==> config.mk <==
export PLATFORM = sky130hd
export DESIGN_NAME = merge_d3
export DESIGN_NICKNAME = d
export VERILOG_FILES = /design/src/rtl/merge_d3.sv
export SDC_FILE = /design/constraint.sdc
export NUM_CORES = 1
export LEC_CHECK = 0
export CAP_MARGIN = 40
export CORE_MARGIN = 3
export CORE_UTILIZATION = 54
export DETAILED_ROUTE_END_ITERATION = 7
export GPL_TIMING_DRIVEN = 1
export PLACE_DENSITY_LB_ADDON = 0.3
export SYNTH_ARGS = -nofsm -noshare
export SYNTH_HDL_FRONTEND = slang
export SYNTH_SLANG_ARGS = --single-unit
==> constraint.sdc <==
create_clock -name clk -period 4.3 [get_ports clk]
set_input_delay 0.86 -clock clk [delete_from_list [all_inputs] [get_ports clk]]
set_output_delay 0.86 -clock clk [all_outputs]
set_load 0.005 [all_outputs]
==> src/rtl/merge_d3.sv <==
// Clocked 3-to-1 dual-rail merge: collects the wavefront of the channel chosen by
// a one-hot steer token, forwards it to Z and returns four-phase completion.
module merge_d3 #(
    parameter int N = 1
) (
    input  logic           clk,
    input  logic           init,
    input  logic [2*N-1:0] Ss,
    output logic           SCOMP,
    input  logic [2*N-1:0] Ts,
    output logic           TCOMP,
    input  logic [2*N-1:0] Us,
    output logic           UCOMP,
    input  logic [2:0]     steerin,
    output logic           steerinCOMP,
    output logic [2*N-1:0] Z,
    input  logic           ZCOMP,
    output logic           err
);
    localparam int W = 2 * N;

    typedef enum logic [1:0] {IDLE, HOLD, ACK, DRAIN} state_t;

    state_t         state_reg, state_next;
    logic [1:0]     sel_reg, sel_next;
    logic [W-1:0]   z_reg, z_next;
    logic [2:0]     comp_reg, comp_next;
    logic           err_reg, err_next;

    logic [W-1:0]   chan [3];
    logic [2:0]     full, nul, bad;

    function automatic logic is_full(input logic [W-1:0] b);
        is_full = 1'b1;
        for (int i = 0; i < N; i++)
            if (b[2*i] == b[2*i+1]) is_full = 1'b0;
    endfunction

    function automatic logic is_bad(input logic [W-1:0] b);
        is_bad = 1'b0;
        for (int i = 0; i < N; i++)
            if (b[2*i] && b[2*i+1]) is_bad = 1'b1;
    endfunction

    assign chan[0] = Ss;
    assign chan[1] = Ts;
    assign chan[2] = Us;

    generate
        for (genvar gi = 0; gi < 3; gi++) begin : g_class
            assign full[gi] = is_full(chan[gi]);
            assign nul[gi]  = (chan[gi] == '0);
            assign bad[gi]  = is_bad(chan[gi]);
        end
    endgenerate

    logic       onehot, multi;
    logic [1:0] idx;
    logic [2:0] sel_mask;

    assign onehot   = (steerin == 3'b001) || (steerin == 3'b010) || (steerin == 3'b100);
    assign multi    = ($countones(steerin) > 1);
    assign sel_mask = 3'b001 << sel_reg;

    always_comb begin
        case (steerin)
            3'b010:  idx = 2'd1;
            3'b100:  idx = 2'd2;
            default: idx = 2'd0;
        endcase
    end

    always_comb begin
        state_next = state_reg;
        sel_next   = sel_reg;
        z_next     = z_reg;
        comp_next  = comp_reg;
        err_next   = err_reg;
        case (state_reg)
            IDLE: begin
                if (multi || (onehot && |(steerin & bad))) err_next = 1'b1;
                if (onehot && |(steerin & full) && !ZCOMP) begin
                    z_next     = chan[idx];
                    sel_next   = idx;
                    state_next = HOLD;
                end
            end
            HOLD: begin
                if (|(sel_mask & bad) || (onehot && steerin != sel_mask)) err_next = 1'b1;
                if (ZCOMP) begin
                    comp_next  = sel_mask;
                    state_next = ACK;
                end
            end
            ACK: begin
                if (|(sel_mask & bad) || (onehot && steerin != sel_mask)) err_next = 1'b1;
                // Both the channel and the token must be back at NULL before Z is cleared.
                if (|(sel_mask & nul) && steerin == 3'b000) begin
                    z_next     = '0;
                    state_next = DRAIN;
                end
            end
            default: begin
                if (!ZCOMP) begin
                    comp_next  = 3'b000;
                    state_next = IDLE;
                end
            end
        endcase
    end

    always_ff @(posedge clk) begin
        if (init) begin
            state_reg <= IDLE;
            sel_reg   <= 2'd0;
            z_reg     <= '0;
            comp_reg  <= 3'b000;
            err_reg   <= 1'b0;
        end else begin
            state_reg <= state_next;
            sel_reg   <= sel_next;
            z_reg     <= z_next;
            comp_reg  <= comp_next;
            err_reg   <= err_next;
        end
    end

    assign SCOMP       = comp_reg[0];
    assign TCOMP       = comp_reg[1];
    assign UCOMP       = comp_reg[2];
    assign steerinCOMP = |comp_reg;
    assign Z           = z_reg;
    assign err         = err_reg;
endmodule
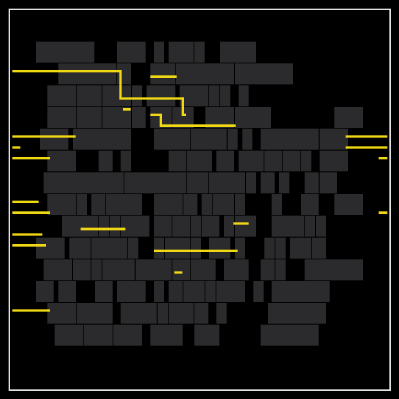
(images/layer_met3.png)
(8 px per um)
The layer carries 103 um of wire. The layer holds 4.8% of the routed length. The longest straight run is 13.3 um. 17 nets have wire on it. The wires run mostly horizontal.
GR Layer Usage met3: 0.0677
DRT Wirelength: 2150 um
vias: 885

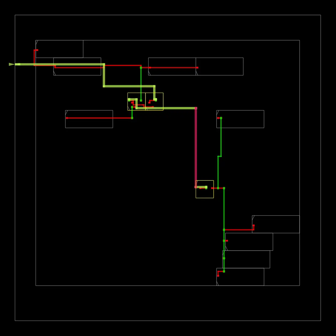
(images/clocks.png)
sequential cell count: 10
CTS sink cnt: 10
clock buffers: 3

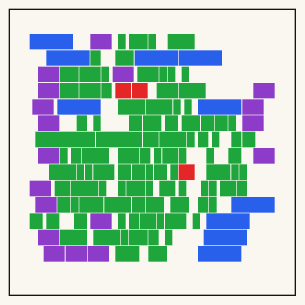
(images/placement_by_type.png)
(6 px per um)
Purple shows other buffers and delay cells, cells 18. Red shows clock drivers, cells 3. Blue shows flops, cells 10. Green shows combinational and other logic, cells 100.
core area: 1560 sq um
Post-Route Utilization: 0.724
flop share of the area: 0.177

==> results.yml <==
# yosys + openroad results
min_path:
  min-delay-start: "comp_reg[1]"
  hold_depth: 2
  hp-class: "register to register"
  hold_path_end: "comp_reg[1]"
final_timing:
  fin_crit_sh: 0.596
  worst_slack_ns: 1.74
  tightestPinTransition_ns: 0.488
  slew_headroom: 0.673
  rsz0062_at_grt: "no"
  hold_violations: 0
synth:
  ys_sh_adder: 0.148
  synth_cell_types: 41
  ys_seq_frac: 0.216
  yosys.area.top_type: "dfxtp_1"
  synthTopLogicFamily: "AND-OR/OR-AND gates"
  synth_warnings: 0
  ys_sh_xor: 0.0189
  ys.flop_type: "dfxtp_1"
  ys_area_sq_um: 927
  mux_area_frac: 0.0324
  yosys-top-cells-count: "inv_1, nor2_1, ha_1"
  async_flop_share: 0
  syn_nets: 137
  netlist.area_leader.share: 0.216
pwr:
  power.largest_group: "combinational logic"
  p_comb_uw: 193
  leakagePower_nw: 0.469
worst_setup_path:
  cp-endpoint: "Z[0]"
  cp-end-kind: "register"
  r2r_end: "comp_reg[1]"
  cp_slowest_cell: "clkdlybuf4s50_1"
  r2r_cells: 6
  cp_max_fo: 12
  cp_data_required_time_ns: 4.46
  cp_num_buf_inv: 1
  path_depth: 6
  r2r-start: "state_reg[0]"
  startpoint: "steerin[0]"
final_layout:
  nFillCells: 121
  comb_share: 0.572
  comb_area_sq_um: 646
  final_cell_mix: "clkdlybuf4s50_1, inv_1, nor2_1"
  lay_top_count: "clkdlybuf4s50_1"
  final_cells: 147
  dominant_cells: "multi-input combinational cells"
  diodes: 0
  final-nonclk-buf-share: 0.160
global_route:
  grt_usage: 0.228
  grt_pass1_wl_um: 3550
  grt-busiest-layer: "met2"
  grt-ovfl-total: 0
drt:
  met1_length_um: 968
  first_iter_violations: 10
  wl_met3_um: 103
  top_layer_used: "met4"
  met2_length_um: 1030
  wire_per_inst_um: 14.6
floorplan:
  rows: 14
  chipArea_sq_um: 2250
clock_tree:
  cts_inserted_buffers: 3
  cts_buffer_depth: 2
  tritoncts: "yes"
  htree_num_levels: 1
  cts-root-buf: "clkbuf_4"
place:
  dp.cells: 144
  hpwlAfterDp_um: 1780
outcome:
  outcome: "finished, final reports clean"
job:
  warnings: 32
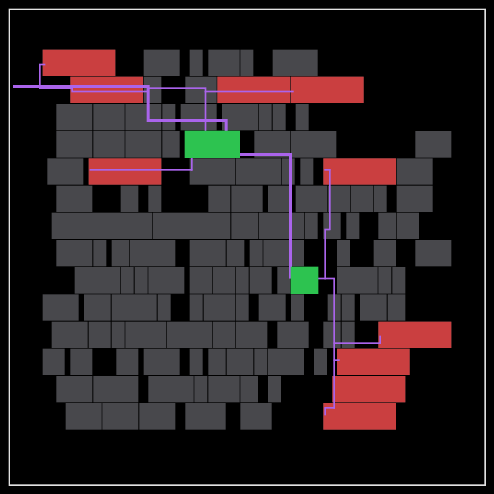
(images/clk_routes.png)
(10 px per um)
Green shows clock drivers, count 3. Purple shows clock wires, length 141 um. Red shows flip-flops, count 10.
There are 4 routed clock nets.
Clk. pwr: 62.9 uW
clk_skew: 0.00307 ns
later-pin clock latency in the skew report: 0.26 ns
Clk pwr share: 0.167

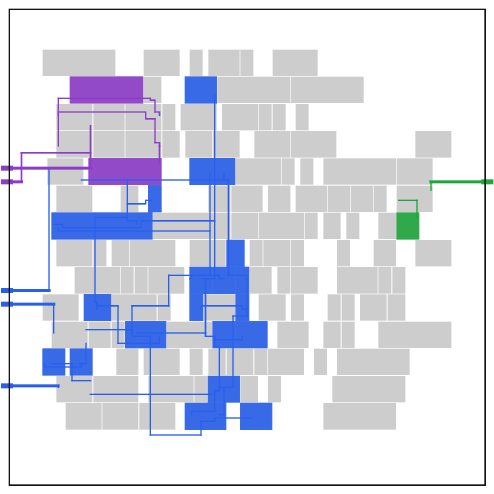
(images/io_fan.png)
(10 px per um)
Green shows `steerinCOMP`, bits 1, direction output, edge right, end cells 1, buffers 1, wire 9.30 um. Blue shows `steerin`, bits 3, direction input, edge left, end cells 19, buffers 3, wire 268 um. Purple shows `Z`, bits 2, direction output, edge left, end cells 2, buffers 2, wire 54.5 um.
Port Buf Inserts: 18
Top Ports: 19

Power and IR drop assume default switching activity.
